Run 1, M1 wires:
Drawn at 3 px/um. Supply wires on this layer in grey.
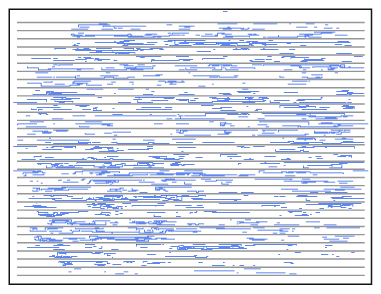
Run 1, the metal 2 layer:
Drawn at 2 px/um.
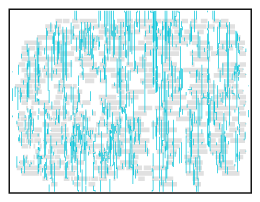
Run 1, the metal 3 layer:
Drawn at 3 px/um.
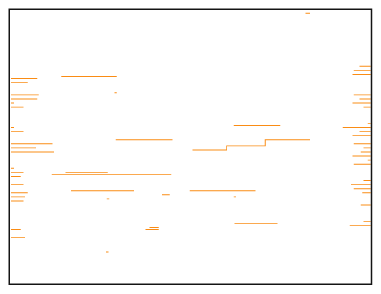
`src/rtl/lvg_pkg.sv`:
```
// rtl/lvg_pkg.sv - shared widths, FSM encoding and constants for the weight unloader
package lvg_pkg;

    localparam int LVG_DATA_W = 32;
    localparam int LVG_ADDR_W = 4;

    localparam logic [31:0] FP32_ONE = 32'h3f80_0000;

    typedef enum logic [1:0] {
        ST_IDLE   = 2'd0,
        ST_STREAM = 2'd1,
        ST_DRAIN  = 2'd2
    } unl_state_e;

endpackage

```
`src/rtl/weight_unloader_if.sv`:
```
// rtl/weight_unloader_if.sv - control, memory read port and output stream of the weight unloader
interface weight_unloader_if
    import lvg_pkg::*;
#(
    parameter int DATA_W = LVG_DATA_W,
    parameter int ADDR_W = LVG_ADDR_W
) ();

    logic              start;
    logic [ADDR_W-1:0] base_addr;
    logic [ADDR_W:0]   count;
    logic              busy;
    logic              done;

    logic              mem_re;
    logic [ADDR_W-1:0] mem_addr;
    logic [DATA_W-1:0] mem_rdata;

    logic              out_valid;
    logic              out_ready;
    logic [DATA_W-1:0] out_data;
    logic              out_last;
    logic [ADDR_W:0]   out_index;

    modport master (
        input  start, base_addr, count, mem_rdata, out_ready,
        output busy, done, mem_re, mem_addr, out_valid, out_data, out_last, out_index
    );

    modport slave (
        output start, base_addr, count, mem_rdata, out_ready,
        input  busy, done, mem_re, mem_addr, out_valid, out_data, out_last, out_index
    );

endinterface

```
`src/rtl/weight_unloader_stream_fifo2.sv`:
```
// rtl/weight_unloader_stream_fifo2.sv - two-entry FIFO holding {last, index, data} stream beats
module stream_fifo2 #(
    parameter int W = 38
) (
    input  logic         clk,
    input  logic         rst,
    input  logic         push_i,
    input  logic [W-1:0] din_i,
    input  logic         pop_i,
    output logic [W-1:0] dout_o,
    output logic         full_o,
    output logic         empty_o,
    output logic [1:0]   count_o
);

    logic [W-1:0] mem_q [2];
    logic         wr_ptr_q;
    logic         rd_ptr_q;
    logic [1:0]   cnt_q;
    logic         do_push;
    logic         do_pop;

    assign do_pop  = pop_i && (cnt_q != 2'd0);
    // A push into a full FIFO is accepted only when the head leaves in the same cycle.
    assign do_push = push_i && ((cnt_q != 2'd2) || do_pop);

    always_ff @(posedge clk or posedge rst) begin
        if (rst) begin
            mem_q[0] <= '0;
            mem_q[1] <= '0;
            wr_ptr_q <= 1'b0;
            rd_ptr_q <= 1'b0;
            cnt_q    <= 2'd0;
        end else begin
            if (do_push) begin
                mem_q[wr_ptr_q] <= din_i;
                wr_ptr_q        <= ~wr_ptr_q;
            end
            if (do_pop) begin
                rd_ptr_q <= ~rd_ptr_q;
            end
            case ({do_push, do_pop})
                2'b10:   cnt_q <= cnt_q + 2'd1;
                2'b01:   cnt_q <= cnt_q - 2'd1;
                default: cnt_q <= cnt_q;
            endcase
        end
    end

    assign dout_o  = mem_q[rd_ptr_q];
    assign full_o  = (cnt_q == 2'd2);
    assign empty_o = (cnt_q == 2'd0);
    assign count_o = cnt_q;

endmodule

```
`src/rtl/weight_unloader.sv`:
```
// rtl/weight_unloader.sv - drains a contiguous block of weight memory onto a valid/ready stream
module weight_unloader
    import lvg_pkg::*;
#(
    parameter int DATA_W = LVG_DATA_W,
    parameter int ADDR_W = LVG_ADDR_W
) (
    input  logic              clk,
    input  logic              rst,
    weight_unloader_if.master bus
);

    localparam int CNT_W = ADDR_W + 1;
    localparam int ENT_W = 1 + CNT_W + DATA_W;

    unl_state_e        state_q;
    logic [ADDR_W-1:0] base_q;
    logic [CNT_W-1:0]  count_q;
    logic [CNT_W-1:0]  issued_q;
    logic              done_q;
    logic              pend_q;
    logic              pend_last_q;
    logic [CNT_W-1:0]  pend_idx_q;

    logic [ENT_W-1:0]  fifo_din;
    logic [ENT_W-1:0]  fifo_dout;
    logic              fifo_full;
    logic              fifo_empty;
    logic [1:0]        fifo_cnt;

    logic              pop;
    logic              issue;
    logic              last_issue;
    logic [1:0]        slots_used;

    assign pop        = !fifo_empty && bus.out_ready;
    // A beat leaving this cycle frees a slot before the new read's data lands two edges later.
    assign slots_used = fifo_cnt + {1'b0, pend_q} - {1'b0, pop};
    assign last_issue = (issued_q == count_q - CNT_W'(1));
    assign issue      = (state_q == ST_STREAM) && (issued_q != count_q)
                        && (slots_used < 2'd2) && !(fifo_full && !pop);

    always_ff @(posedge clk or posedge rst) begin
        if (rst) begin
            state_q     <= ST_IDLE;
            base_q      <= '0;
            count_q     <= '0;
            issued_q    <= '0;
            done_q      <= 1'b0;
            pend_q      <= 1'b0;
            pend_last_q <= 1'b0;
            pend_idx_q  <= '0;
        end else begin
            done_q <= 1'b0;
            pend_q <= issue;
            if (issue) begin
                pend_idx_q  <= issued_q;
                pend_last_q <= last_issue;
                issued_q    <= issued_q + CNT_W'(1);
            end
            case (state_q)
                ST_IDLE: begin
                    if (bus.start) begin
                        if (bus.count == '0) begin
                            done_q <= 1'b1;
                        end else begin
                            state_q  <= ST_STREAM;
                            base_q   <= bus.base_addr;
                            count_q  <= bus.count;
                            issued_q <= '0;
                        end
                    end
                end
                ST_STREAM: begin
                    if (issue && last_issue) begin
                        state_q <= ST_DRAIN;
                    end
                end
                ST_DRAIN: begin
                    if (pop && fifo_dout[ENT_W-1]) begin
                        state_q <= ST_IDLE;
                        done_q  <= 1'b1;
                    end
                end
                default: state_q <= ST_IDLE;
            endcase
        end
    end

    assign fifo_din = {pend_last_q, pend_idx_q, bus.mem_rdata};

    stream_fifo2 #(
        .W (ENT_W)
    ) u_fifo (
        .clk     (clk),
        .rst     (rst),
        .push_i  (pend_q),
        .din_i   (fifo_din),
        .pop_i   (pop),
        .dout_o  (fifo_dout),
        .full_o  (fifo_full),
        .empty_o (fifo_empty),
        .count_o (fifo_cnt)
    );

    assign bus.busy      = (state_q != ST_IDLE);
    assign bus.done      = done_q;
    assign bus.mem_re    = issue;
    assign bus.mem_addr  = base_q + issued_q[ADDR_W-1:0];
    assign bus.out_valid = !fifo_empty;
    assign bus.out_last  = fifo_dout[ENT_W-1];
    assign bus.out_index = fifo_dout[ENT_W-2 -: CNT_W];
    assign bus.out_data  = fifo_dout[DATA_W-1:0];

endmodule

```
`src/flat_wrapper.sv`:
```
// flat-port wrapper written by rule: the top's interface ports become plain ports
module weight_unloader_flat import lvg_pkg::*;
#(
    parameter int DATA_W = LVG_DATA_W,
    parameter int ADDR_W = LVG_ADDR_W
)
  (clk, rst, bus_start, bus_base_addr, bus_count, bus_mem_rdata, bus_out_ready, bus_busy, bus_done, bus_mem_re, bus_mem_addr, bus_out_valid, bus_out_data, bus_out_last, bus_out_index);
  weight_unloader_if #(.DATA_W(DATA_W), .ADDR_W(ADDR_W)) bus_i ();
  input  logic clk;
  input  logic rst;
  input wire logic [$bits(bus_i.start)-1:0] bus_start;
  input wire logic [$bits(bus_i.base_addr)-1:0] bus_base_addr;
  input wire logic [$bits(bus_i.count)-1:0] bus_count;
  input wire logic [$bits(bus_i.mem_rdata)-1:0] bus_mem_rdata;
  input wire logic [$bits(bus_i.out_ready)-1:0] bus_out_ready;
  output wire logic [$bits(bus_i.busy)-1:0] bus_busy;
  output wire logic [$bits(bus_i.done)-1:0] bus_done;
  output wire logic [$bits(bus_i.mem_re)-1:0] bus_mem_re;
  output wire logic [$bits(bus_i.mem_addr)-1:0] bus_mem_addr;
  output wire logic [$bits(bus_i.out_valid)-1:0] bus_out_valid;
  output wire logic [$bits(bus_i.out_data)-1:0] bus_out_data;
  output wire logic [$bits(bus_i.out_last)-1:0] bus_out_last;
  output wire logic [$bits(bus_i.out_index)-1:0] bus_out_index;
  assign bus_i.start = bus_start;
  assign bus_i.base_addr = bus_base_addr;
  assign bus_i.count = bus_count;
  assign bus_i.mem_rdata = bus_mem_rdata;
  assign bus_i.out_ready = bus_out_ready;
  assign bus_busy = bus_i.busy;
  assign bus_done = bus_i.done;
  assign bus_mem_re = bus_i.mem_re;
  assign bus_mem_addr = bus_i.mem_addr;
  assign bus_out_valid = bus_i.out_valid;
  assign bus_out_data = bus_i.out_data;
  assign bus_out_last = bus_i.out_last;
  assign bus_out_index = bus_i.out_index;
  weight_unloader #(.DATA_W(DATA_W), .ADDR_W(ADDR_W)) u_core (.clk(clk), .rst(rst), .bus(bus_i));
endmodule
```
`config.mk`:
```
export PLATFORM = sky130hd
export DESIGN_NAME = weight_unloader_flat
export DESIGN_NICKNAME = d
export VERILOG_FILES = /design/src/rtl/lvg_pkg.sv /design/src/rtl/weight_unloader_if.sv /design/src/rtl/weight_unloader_stream_fifo2.sv /design/src/rtl/weight_unloader.sv /design/src/flat_wrapper.sv
export SDC_FILE = /design/constraint.sdc
export NUM_CORES = 1
export LEC_CHECK = 0
export CAP_MARGIN = 10
export CORE_ASPECT_RATIO = 0.75
export CORE_MARGIN = 2
export CORE_UTILIZATION = 47
export CTS_CLUSTER_SIZE = 40
export DETAILED_ROUTE_END_ITERATION = 10
export PLACE_DENSITY = 0.76
export SYNTH_ARGS = -nofsm -noshare
export SYNTH_HDL_FRONTEND = slang
export SYNTH_SLANG_ARGS = --single-unit
```
`constraint.sdc`:
```
create_clock -name clk -period 3.3 [get_ports clk]
set_input_delay 0.495 -clock clk [delete_from_list [all_inputs] [get_ports clk]]
set_output_delay 0.495 -clock clk [all_outputs]
set_load 0.02 [all_outputs]
```
==> Slide: Implementation Results, run 1 <==
Run Summary

Status
  • Outcome: complete, no violations

Placement
  • Dpl cells: 559
  • DP Area: 0.00580 mm2
  • Pre-CTS worst setup slack: 0.290 ns
  • GPL Wtd Cong: 0.793
  • Tally of buffers added on design ports: 90
  • Hpwl dp: 6320 um

Pwr
  • Clk. pwr: 0.00104 W
  • Combinational power: 0.00379 W
  • P_seq: 0.00233 W
  • Clock share of power: 14.6%
  • P_leak: 2.62 nW
  • Sw Pwr: 0.00258 W
  • Register share of total power: 32.5%
  • Sw Ratio: 36.0%

Yosys
  • Area leader, netlist: dfrtp_1
  • Max-area cell share: 54.6%
  • Gate Count Post-Synth: 347
  • Mapped cell area: 0.00476 mm2
  • Yosys chip area: 0.00476 mm2
  • Synth Area in Simple Gates: 4.70%
  • Seq/Total Area, Yosys: 54.6%
  • Comb area leader: multiplexers
  • Post-synth EDFFs: 0
  • Dominant flop cell: dfrtp_1
  • Mapped Nets: 400
  • #FFs+latches synth: 104
  • Yosys warns: 0

Final timing
  • # setup viols final: 0
  • Min Hold Slack: 0.495 ns
  • Final Max Slew Viols: 0
  • Maximum clock frequency: 0.357 GHz
  • Fin crit period: 2.80 ns
  • Final Hold Viols: 0
  • Final period utilization: 84.9%
  • Worst setup margin: 0.497 ns

Clock network
  • Postcts setup bufs: 0
  • Cts hold-fix bufs: 0
  • CTS tree: built
  • Skew-Pair Late Insertion Delay: 0.34 ns
  • CTS root buf: clkbuf_16
  • CTS Buffer Depth: 2
  • CTS clk-pin slew, worst paths: 0.06 ns
  • H-tree depth: 3
  • Clock Sinks: 104

Final layout
  • Most frequent cells in the layout: mux2_2 (117), dfrtp_1 (103), clkdlybuf4s50_1 (89)
  • Max reg flops: 76
  • Most flops, register: u_core.u_fifo.mem_q
  • Post-layout nets: 491
  • Layout cell share with drive strength beyond 1: 33.9%
  • Most frequent logic cell in the layout: mux2_2
  • Non-filler instance count after layout: 575
  • Area Overhead vs Synth: 28.1%

Route
  • Iteration-0 DRC Markers: 150
  • DRC Markers: 0
  • Top sig layer: met4
  • Routed met2 length: 4430 um
  • Met3 WL: 423 um

Critical path
  • Crit start category: register
  • Critical path startpoint: u_core.u_fifo.count_o[1]
  • R2R depth: 9
  • R2R Setup Slk: 1.00 ns
  • Critical-path maximum fanout: 5
  • CP Data Arrival Time: 2.31 ns
  • WS Path Type: register to primary output
  • Crit path to: bus_mem_re

Min path
  • Hold wc startpoint: u_core.base_q[0]
  • Hold WC Path Type: register to register
  • WHS Path Cells: 2

Global routing
  • Grt ovf: 0
  • Largest net degree at the start of global routing: 56
  • Vias in the first global route: 3011

Floorplanning
  • Cell Rows: 31
  • Die W: 120 um
  • Die Y: 91.2 um

Run
  • Max-Cap Viols: 0
  • Tool warnings: 26
## Picture notes: 'M1 wires'
- nets with wire on the layer: 440
- wire length on this layer: 4280 um
Via Count: 2912
met1 usage: 23.5%
final WL: 9240 um

## Picture notes: 'the metal 2 layer'
- wire length on this layer: 4430 um
- main direction: vertical
- share of all routed wire: 48%
- nets with wire on the layer: 442
grt met2 use: 29.0%

## Picture notes: 'the metal 3 layer'
- wire length on this layer: 424 um
- longest straight run: 39.6 um
met3 GRT Util: 5.21%

## run 1: synthesized netlist by cell type, drive strengths merged, types with 2 or more instances
library cell  count
clkbuf            2
buf              14
xnor2            12
or2               2
a21oi             4
a21o              2
o21ai             8
nand2            17
mux2            119
nand3             6
dfrtp           104
nand2b            3
nor2              6
o211ai            7
ha                7
o31ai             3
inv              14
and2              2
xor2              5
## run 1: area by class of cell
type	count	area, um2
clock buffers	10	239
clock inverters	6	58.8
fillers	777	3670
inverters	14	55.1
multi-input cells	213	2010
flip-flops and latches	104	2600
well taps	132	165
repair buffers	96	973
## run 1: worst max-delay path: stages, from the launching register on
cell	delay, ns
dfrtp_1	0.43
or2_2	0.35
and2_1	0.17
ha_1	0.26
nor2b_1	0.14
xnor2_1	0.17
o211ai_2	0.13
inv_1	0.10
dlymetal6s2s_1	0.23
==> inputs of run 2 (changes only) <==
--- a/config.mk
+++ b/config.mk
@@ -8,10 +8,10 @@
 export CAP_MARGIN = 10
 export CORE_ASPECT_RATIO = 0.75
 export CORE_MARGIN = 2
-export CORE_UTILIZATION = 47
+export CORE_UTILIZATION = 52
 export CTS_CLUSTER_SIZE = 40
 export DETAILED_ROUTE_END_ITERATION = 10
-export PLACE_DENSITY = 0.76
+export PLACE_DENSITY = 0.8
 export SYNTH_ARGS = -nofsm -noshare
 export SYNTH_HDL_FRONTEND = slang
 export SYNTH_SLANG_ARGS = --single-unit
==> constraint.sdc (replaced) <==
create_clock -name clk -period 2.7 [get_ports clk]
set_input_delay 0.405 -clock clk [delete_from_list [all_inputs] [get_ports clk]]
set_output_delay 0.405 -clock clk [all_outputs]
set_load 0.02 [all_outputs]
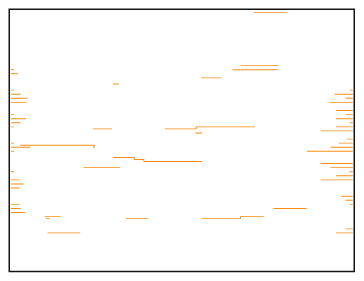
Run 2: the metal 3 layer
Drawn at 3 px/um.
- nets with wire on the layer: 54
- main direction: horizontal
Via Count: 3032
met3 GRT Util: 5.29%

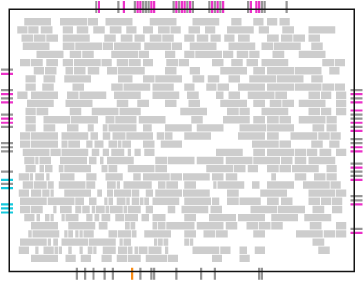
Run 2: pin map
Drawn at 3 px/um. Pins as bars across the die edge, other pins in grey.
- `bus_count`: cyan (pins 5; direction input; edge left)
- `bus_mem_rdata`: magenta (pins 32; direction input; edge 16 top, 11 right, 5 left)
- `bus_out_last`: orange (pins 1; direction output; edge bottom)
Die Y: 86.9 um
Die W: 115 um
tally of buffers added on design ports: 90

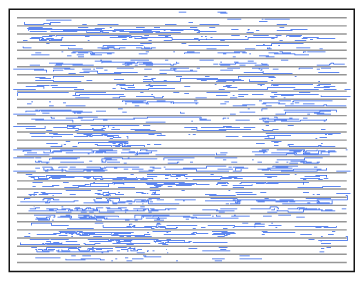
Run 2: M1 wires
Drawn at 3 px/um. Supply wires on this layer in grey.
- main direction: horizontal
- wire length on this layer: 4350 um
final WL: 9570 um
met1 usage: 27.3%

==> Slide: Implementation Results, run 2 <==
Run Summary

Final layout
  • Inverter count of the layout excluding clock inverters: 14 (unchanged)
  • FF+latch area: 0.00261 mm2 (about the same)
  • Area Overhead vs Synth: 30.3%
  • Sequential cell area share: 42.0% (-0.66 points)
  • Comb area: 0.00203 mm2 (+0.87%)
  • Logic share of the area: 32.6% (-0.26 points)
  • Non-clk buf share: 17.6% (+1.6 points)
  • Post-layout nets: 502 (+2.2%)
  • Most frequent logic cell in the layout: mux2_2
  • Clock buffer count: 12 (+2)
  • Top cell category: sequential cells
  • Non-filler instance count after layout: 566 (-1.6%)
  • Comb gates: 213 (unchanged)
  • Fillers: 678 (-13%)

Yosys
  • Cell with the most instances after synthesis: mux2_2
  • Gate Count Post-Synth: 347 (unchanged)
  • Mapped Nets: 400 (unchanged)
  • Yosys warns: 0 (unchanged)
  • Post-synth EDFFs: 0 (unchanged)
  • Synth top cells by count: mux2_2 (117), dfrtp_1 (104), nand2_1 (16)
  • Yosys chip area: 0.00476 mm2 (unchanged)
  • Dominant flop cell: dfrtp_1
  • Seq/Total Area, Yosys: 54.6% (unchanged)

Pwr
  • Combinational power: 0.00481 W (+27%)
  • Sw Pwr: 0.00323 W (+25%)
  • Register share of total power: 32.1% (-0.4 points)
  • Clock share of power: 13.8% (-0.8 points)
  • P_seq: 0.00285 W (+22%)

Critical path
  • Critical path's top delay family: simple AND/OR/NAND/NOR gates
  • R2R Setup Slk: 0.51 ns (-0.49 ns)
  • Cell Chain, Critical Path: or2_2, and2_1, ha_1, nor2b_2, xnor2_2, o211ai_2, inv_1, buf_2
  • WP buf/inv: 2 (unchanged)
  • Critical path startpoint: u_core.u_fifo.count_o[1]
  • Critical-path maximum fanout: 2 (-3)
  • Crit path to: bus_mem_re
  • Slowest Stage Delay on Critical Path: 0.38 ns (-0.05 ns)
  • WS Path Type: register to primary output
  • Crit start category: register
  • CP Data Arrival Time: 2.15 ns (-0.16 ns)
  • R2R depth: 9 (unchanged)

Min path
  • Hold wc startpoint: u_core.u_fifo.mem_q[37]
  • WHS Path Cells: 1 (-1)
  • Hold WC Path Type: register to register

Final timing
  • Final period utilization: 94.8%
  • Maximum clock frequency: 0.391 GHz
  • Fin crit period: 2.56 ns
  • Final Max Slew Viols: 0 (unchanged)
  • Final Hold Viols: 0 (unchanged)

Run
  • Max-Cap Viols: 0 (unchanged)
  • Tool warnings: 26 (unchanged)

Route
  • Top sig layer: met4
  • Routed met2 length: 4730 um (+6.7%)
  • DRC Markers: 0 (unchanged)
  • Met3 WL: 381 um (-9.9%)
  • Iteration-0 DRC Markers: 96 (-36%)

Placement
  • Hpwl dp: 6790 um (+7.4%)
  • GPL Wtd Cong: 0.840 (+6.0%)
  • Dpl cells: 550 (-1.6%)

Status
  • Outcome: complete, no violations

Floorplanning
  • Cell Rows: 30 (-3.2%)
  • Tapcells: 112 (-15%)

Clock network
  • CTS tree: built
  • H-tree depth: 3 (unchanged)
  • CTS Buffer Depth: 2 (unchanged)
  • CTS root buf: clkbuf_16
  • Cts hold-fix bufs: 0 (unchanged)

Global routing
  • Largest net degree at the start of global routing: 38 (-32%)
-- run 2: repair_timing --
action,in CTS,in global routing
endpoints found under the setup margin,1,4
pin swaps,0,1
gates resized,3,8
-- run 2: stage by stage --
step                      setup slack, ns  util [%]  hold WS, ns
final                               0.141      69.2        0.502
after global routing               0.0193      69.2        0.519
after CTS                        0.000897      69.0        0.503
after detailed placement           -0.131      65.8        0.487
after global placement            -0.0709      65.8        0.463
after floorplan                     0.231         -        0.448
-- run 2: cell families after synthesis --
family | after synthesis | synth area share (%)
buffers and inverters | 30 | 3.47
XOR/XNOR | 17 | 3.13
adder cells (fa/ha/maj) | 8 | 2.26
AND-OR/OR-AND | 25 | 3.68
flip-flops | 104 | 54.6
multiplexers | 119 | 28.1
AND/OR/NAND/NOR | 44 | 4.70
==> inputs of run 3 (changes only) <==
--- a/config.mk
+++ b/config.mk
@@ -12,6 +12,7 @@
 export CTS_CLUSTER_SIZE = 40
 export DETAILED_ROUTE_END_ITERATION = 10
 export PLACE_DENSITY = 0.8
+export REMOVE_ABC_BUFFERS = 1
 export SYNTH_ARGS = -nofsm -noshare
 export SYNTH_HDL_FRONTEND = slang
 export SYNTH_SLANG_ARGS = --single-unit
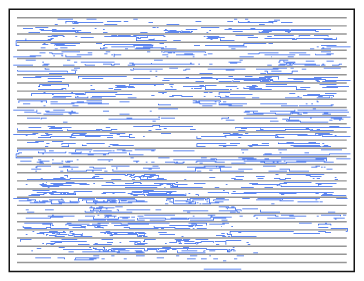
Run 3: M1 wires
Drawn at 3 px/um. Supply wires on this layer in grey.
- nets with wire on the layer: 448
- longest straight run: 38.2 um
final WL: 9160 um
Via Count: 2977
met1 usage: 26.5%

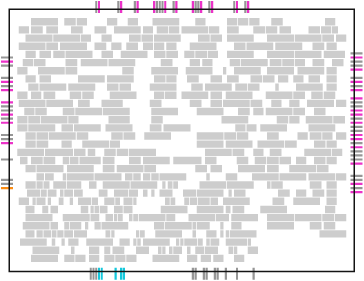
Run 3: pin map
Drawn at 3 px/um. Pins as bars across the die edge, other pins in grey.
- `bus_mem_rdata`: magenta (pins 32; direction input; edge 14 right, 11 top, 7 left)
- `bus_out_last`: orange (pins 1; direction output; edge left)
- `bus_count`: cyan (pins 5; direction input; edge bottom)

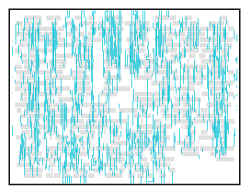
Run 3: the metal 2 layer
Drawn at 2 px/um.
- longest straight run: 43.5 um
- main direction: vertical
- wire length on this layer: 4370 um
- nets with wire on the layer: 451
grt met2 use: 31.6%

==> Slide: Implementation Results, run 3 <==
Run Summary

Placement
  • Hpwl dp: 6240 um (-8.1%)
  • GPL Wtd Cong: 0.739 (-12%)
  • Pre-CTS worst setup slack: -0.0927 ns (+0.0384 ns)
  • Tally of buffers added on design ports: 90 (unchanged)
  • Dpl cells: 542 (-1.5%)

Pwr
  • Combinational power: 0.00471 W (-2%)
  • Clock share of power: 13.6% (-0.2 points)
  • Sw Ratio: 36.1%
  • P_seq: 0.00285 W (about the same)
  • Max VDD drop: 0.00100 V

Final layout
  • Clock buffer count: 15 (+3)
  • Most frequent logic cell in the layout: mux2_2
  • FF+latch area: 0.00261 mm2 (about the same)
  • Sequential cell area share: 42.7% (+0.72 points)
  • Area Overhead vs Synth: 28.0%
  • Comb gates: 213 (unchanged)
  • Fillers: 689 (+1.6%)
  • Comb area: 0.00201 mm2 (-0.74%)
  • Inverter count of the layout excluding clock inverters: 14 (unchanged)
  • Logic share of the area: 33.0% (+0.33 points)
  • Non-clk buf share: 16.7% (-0.88 points)
  • Diodes inserted: 0
  • Top cell category: sequential cells

Clock network
  • Post_cts resized: 4 (+1)
  • CTS root buf: clkbuf_16
  • Cts hold-fix bufs: 0 (unchanged)
  • CTS Buffer Depth: 2 (unchanged)
  • H-tree depth: 3 (unchanged)

Critical path
  • Critical-path maximum fanout: 7 (+5)
  • Cell Chain, Critical Path: inv_1, fa_1, xnor2_1, clkdlybuf4s50_1
  • CP Data Arrival Time: 2.17 ns (+0.02 ns)
  • R2R Setup Slk: 0.47 ns (-0.04 ns)
  • WS Path Type: register to primary output
  • Crit start category: register

Yosys
  • Post-synth EDFFs: 0 (unchanged)
  • Seq/Total Area, Yosys: 54.6% (unchanged)
  • Cell with the most instances after synthesis: mux2_2
  • Synth top cells by count: mux2_2 (117), dfrtp_1 (104), nand2_1 (16)
  • Synth Area in Simple Gates: 4.70% (unchanged)
  • Yosys adder share: 2.26% (unchanged)
  • Post-synthesis compound-gate area fraction: 3.68% (unchanged)
  • MUX area fraction: 28.1% (unchanged)
  • Gate Count Post-Synth: 347 (unchanged)
  • Yosys xor share: 3.13% (unchanged)
  • Yosys warns: 0 (unchanged)

Final timing
  • Final Max Slew Viols: 0 (unchanged)
  • Final Hold Viols: 0 (unchanged)
  • Maximum clock frequency: 0.389 GHz (-0.54%)
  • Worst setup margin: 0.127 ns (-0.0140 ns)
  • Fin crit period: 2.57 ns (+0.0140 ns)

Global routing
  • Largest net degree at the start of global routing: 105 (+180%)
  • Met3 GRT Util: 7.03% (+1.7 points)

Floorplanning
  • Cell Rows: 30 (unchanged)
  • Tapcells: 112 (unchanged)

Status
  • Outcome: complete, no violations

Route
  • DRC Markers: 0 (unchanged)
  • Routed met2 length: 4370 um (-7.7%)
  • Iteration-0 DRC Markers: 92 (-4.2%)
  • Met3 WL: 509 um (+34%)
  • Top sig layer: met4

Run
  • Max-Cap Viols: 0 (unchanged)

Min path
  • Hold WC Path Type: register to register
run 3: per-stage QoR:
stage / total power [W] / utilization, %
finish: 0.00874 / 68.0
global placement: 0.00745 / 64.9
floorplan: 0.00578 / -
CTS: 0.00883 / 67.9
global route: 0.00931 / 68.0
detailed placement: 0.00762 / 64.9
run 3: final timing paths:
kind | to | depth (start not counted) | start
max in group asynchronous | u_core.u_fifo.rd_ptr_q | 3 | rst
setup reg to reg | u_core.issued_q[3] | 9 | u_core.u_fifo.count_o[1]
hold reg to reg | u_core.bus.done | 1 | u_core.state_q[0]
hold / removal | u_core.bus.done | 1 | u_core.state_q[0]
min in group asynchronous | u_core.u_fifo.mem_q[17] | 3 | rst
setup / recovery | bus_mem_addr[2] | 4 | u_core.issued_q[1]
Power and IR drop assume default switching activity.
